**Run 1: clock wires, drivers and flops**

(6 px per um)
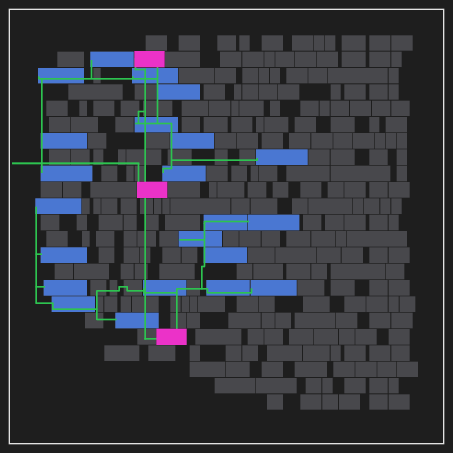
**Run 1: gate-type map**

(4 px per um)
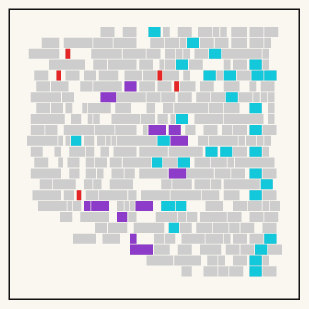
**Run 1: routed metal per tile**

(4 px per um) 14 x 14 tiles, from white (low) to dark blue (high), scaled to the fullest tile. Values are wire area over tile area, all layers added.
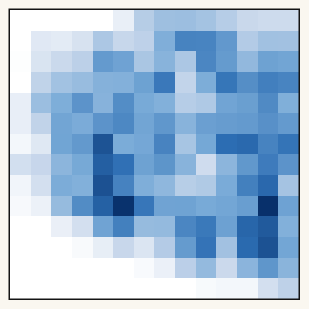
==> config.mk <==
export PLATFORM = sky130hd
export DESIGN_NAME = draw_sequencer
export DESIGN_NICKNAME = d
export VERILOG_FILES = /design/src/rtl/draw_sequencer.sv
export SDC_FILE = /design/constraint.sdc
export NUM_CORES = 1
export LEC_CHECK = 0
export CORE_MARGIN = 4
export CORE_UTILIZATION = 33
export CTS_CLUSTER_DIAMETER = 30
export DETAILED_ROUTE_END_ITERATION = 8
export PLACE_DENSITY = 0.81
export SETUP_SLACK_MARGIN = 0.2
export SYNTH_ARGS = -nofsm -noshare
export SYNTH_HDL_FRONTEND = slang
export SYNTH_SLANG_ARGS = --single-unit
==> constraint.sdc <==
create_clock -name clock -period 1.7 [get_ports clock]
set_input_delay 0.34 -clock clock [delete_from_list [all_inputs] [get_ports clock]]
set_output_delay 0.34 -clock clock [all_outputs]
set_load 0.01 [all_outputs]
==> results.yml, run 1 <==
# yosys + openroad results
setup_path:
  start_kind: "register"
  r2r_slack_ns: -0.10
  r2r_cells: 8
  cp-end-kind: "primary output"
  slowest_delay_ns: 0.38
  path_cells: "nor3b_4 > buf_4 > buf_6 > buf_16 > a22o_1 > buf_2"
  critPathRequiredTime_ns: 1.36
  cp.arrival_ns: 1.59
die:
  io_pins: 86
  row_count: 23
  die_area_sq_um: 5200
  die_y_um: 72.1
  fp.dieW_um: 72.1
final_layout:
  comb.multi_input.count: 117
  buf_share_pct: 42.4
  lay_top_cells: "clkdlybuf4s50_1, buf_2, a22o_1, buf_4, buf_6"
  diodes: 0
  clkbuf_count: 4
  register_area_sq_um: 459
  ff_count: 22
  dominant_cells: "buffers"
  seq_share_pct: 15.5
synth:
  synth_flops: 22
  syn-num-nets: 210
  synth_area_sq_um: 1360
  top_area_cell: "dfxtp_1"
  yosys.area_share.simple_pct: 28.2
  ys_types: 34
  ys_top_cells_by_count: "a22o_1, dfxtp_1, nor3_1"
  top_logic_kind: "simple AND/OR/NAND/NOR gates"
  ys.flop_type: "dfxtp_1"
  top_area_share_pct: 32.4
  synthMostInstantiatedCell: "a22o_1"
  netlist_instances: 154
  yosys.area_share.xor_xnor_pct: 7.74
  edf_count: 0
  ys_sh_aoi_pct: 24.7
pwr:
  power.density_nw_per_um2: 603
  seq_cell_power_w: 0.000547
  p_switching_w: 0.000528
  power_leakage_nw: 1.16
  peakVddDrop_mv: 0.518
detailed_routing:
  drtIter0Drc: 75
  top_layer: "met4"
  routed_via_density: 5.48
  via_count: 1802
hold_path:
  min_path_type: "register to register"
  whs_path_depth: 1
clock_network:
  hold_buffers: 0
  cts_setup_buffers: 14
  clk_pin_slew_ns: 0.08
  cts_tree: "done"
global_route:
  grt_util_met3_pct: 3.88
  top_usage_layer: "met2"
  antenna_found_initial: 0
  grt_pass1_wl_um: 8970
timing:
  slew_viol_final: 0
  setup_ws_ns: -0.235
  setup_viol: 48
  final.setup.tns_ns: -4.48
  skew_ns: 0.00547
  finalHoldViolations: 0
placed_design:
  gp_congestion: 0.780
  dp_slack_ns: -0.225
  placed_cell_area_sq_um: 2440
  dp_hpwl_um: 3700
outcome:
  violations: "setup timing"
  status: "finished with violations"
run:
  warning_count: 31
About 'clock wires, drivers and flops':
- blue: flip-flops (count 22)
- magenta: clock-net drivers (count 3)
- green: clock wires (length 259 um)
- routed clock nets: 4
Clk. pwr: 0.000377 W
Clock power frac: 21.1%
Worst-Skew Late Latency: 0.27 ns

About 'gate-type map':
- cyan: non-inverting ao/oa cells (cells 30)
- red: inv cells (cells 5)
- purple: aoi and oai cells (cells 12)
dominant logic cell type in the layout: clkdlybuf4s50_1
multi-input combinational area share: 37.6%
non-filler cells, final: 329

About 'routed metal per tile':
- fullest tile: 0.52
- mean over tiles: 0.20
- nearly empty tiles: 14%
- emptiest ninth of the die: south-west
final wirelength: 6410 um
WL per Instance: 19.5 um

--- run 2 (diff from run 1) ---
--- a/config.mk
+++ b/config.mk
@@ -5,12 +5,12 @@
 export SDC_FILE = /design/constraint.sdc
 export NUM_CORES = 1
 export LEC_CHECK = 0
-export CORE_MARGIN = 4
 export CORE_UTILIZATION = 33
 export CTS_CLUSTER_DIAMETER = 30
 export DETAILED_ROUTE_END_ITERATION = 8
 export PLACE_DENSITY = 0.81
 export SETUP_SLACK_MARGIN = 0.2
+export SKIP_LAST_GASP = 1
 export SYNTH_ARGS = -nofsm -noshare
 export SYNTH_HDL_FRONTEND = slang
 export SYNTH_SLANG_ARGS = --single-unit
**Run 2: routed metal per tile**

(6 px per um) 13 x 13 tiles, from white (low) to dark blue (high), scaled to the fullest tile. Values are wire area over tile area, all layers added.
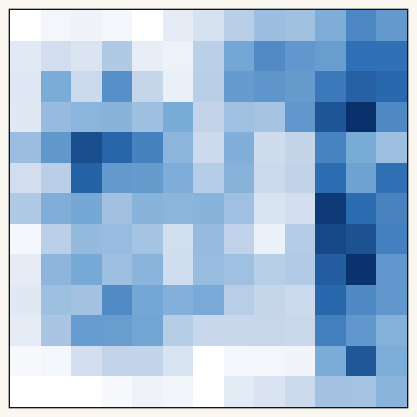
- mean over tiles: 0.20
- fullest tile: 0.51
- densest ninth of the die: north-east
- tiles over half the peak: 31%
DR vias: 1694
final wirelength: 5330 um
total global-route track usage: 22.6%
WL per Instance: 16.5 um

==> run 2 against run 1 <==
The flow still finishes with violations (setup timing). Critical path type unchanged. Non-clock buffer count shrank 4. Combinational power shrank 15%. Critical endpoint is now x_pos[1]. Maximum frequency grew 9.7%. Via count shrank 6.0%. Wire length shrank 17%. Sequential cell count is the same.
==> results.yml, run 2 <==
# yosys + openroad results
synth:
  top_area_share_pct: 32.4
  edf_count: 0
  ys_sh_aoi_pct: 24.7
  syn-num-nets: 210
  ys.flop_type: "dfxtp_1"
  netlist_instances: 154
  top_logic_kind: "simple AND/OR/NAND/NOR gates"
  synth_area_sq_um: 1360
  yosys.area_share.xor_xnor_pct: 7.74
  ys_cells: 154
  top_area_cell: "dfxtp_1"
  synthMostInstantiatedCell: "a22o_1"
  synth_flops: 22
  ys_top_cells_by_count: "a22o_1, dfxtp_1, nor3_1"
  ys_types: 34
  yosys.area_share.simple_pct: 28.2
  ys_chip_area_sq_um: 1360
clock_network:
  htreeDepth: 1
  clk_pin_slew_ns: 0.08
  cts_buffer_depth: 2
  cts_setup_buffers: 10
  hold_buffers: 0
  clk_latency_ns: 0.26
  cts_tree: "done"
timing:
  skew_ns: 0.00276
  final.setup.tns_ns: -0.736
  rsz0062_at_grt: "yes"
  setup_viol: 20
  slew_viol_final: 0
  finalHoldViolations: 0
  setup_ws_ns: -0.0635
  period_needed_ns: 1.76
placed_design:
  dp_slack_ns: -0.231
  dp_hpwl_um: 3590
  placed_cell_area_sq_um: 2460
  gp_congestion: 0.775
final_layout:
  lay_top_cells: "clkdlybuf4s50_1, buf_2, buf_4"
  final-comb-area_sq_um: 1000
  fin_cells: 323
  seq_share_pct: 17.2
  ff_count: 22
  syn2layout_area_growth_pct: 104
  dominant_cells: "buffers"
  final-clk-cell-share_pct: 1.99
  register_area_sq_um: 477
  comb.multi_input.count: 117
  comb_share_pct: 36.3
  diodes: 0
  largest_reg_flops: 17
  lay_top_count: "clkdlybuf4s50_1"
  nNonClkInverters: 5
  clkbuf_count: 4
  buf_share_pct: 41.6
detailed_routing:
  drcViolationCount: 0
  routed_via_density: 5.24
  dr.pass1.iters: 4
  drtIter0Drc: 41
  top_layer: "met4"
  m1WireLength_um: 1880
setup_path:
  cp-end-kind: "primary output"
  r2r_slack_ns: 0.13
  r2r_cells: 6
  path_max_fanout: 10
  path_cells: "nor3b_4 > buf_6 > buf_16 > a22o_1 > buf_2"
  critPathRequiredTime_ns: 1.36
  start_kind: "register"
  slowest_delay_ns: 0.38
  cp.depth: 5
  cp.arrival_ns: 1.42
hold_path:
  whs_path_depth: 2
  min_path_type: "register to register"
pwr:
  power_leakage_nw: 1.10
  p_switching_w: 0.000465
  seq_cell_power_w: 0.000536
  peakVddDrop_mv: 0.495
  share_comb_of_total_power_pct: 44.8
  power.density_nw_per_um2: 593
  internal-power_w: 0.00118
  seqPwrFrac_pct: 32.7
  pg_clk_w: 0.000369
  pwr-share-clk_pct: 22.5
outcome:
  status: "finished with violations"
  violations: "setup timing"
die:
  io_pins: 86
  die_y_um: 66.1
  row_count: 22
  fp.dieW_um: 66.1
  core-area_sq_um: 3800
  die_area_sq_um: 4370
global_route:
  antenna_found_initial: 0
  overflow: 0
  grt_pass1_wl_um: 7580
  grt_util_met3_pct: 5.34
run:
  warning_count: 31
  drv_cap: 0
**Run 2: congestion heat map**

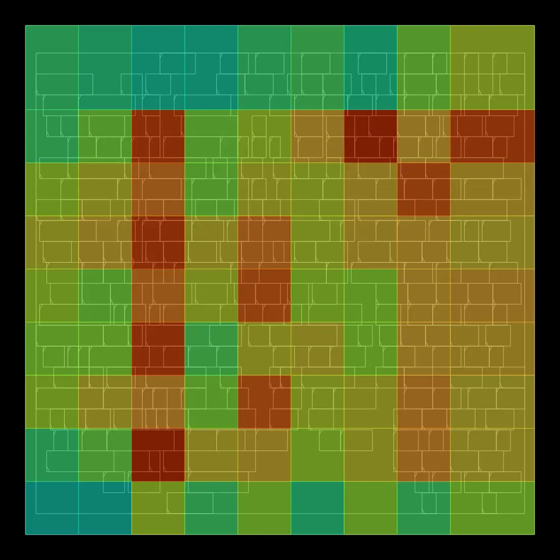
post-layout util: 72.8%
met1 Use GR: 21.4%
gr busiest metal: met2
GRT met2 Usage: 46.2%

No activity file was given, so power comes from the tool's default toggle rates.
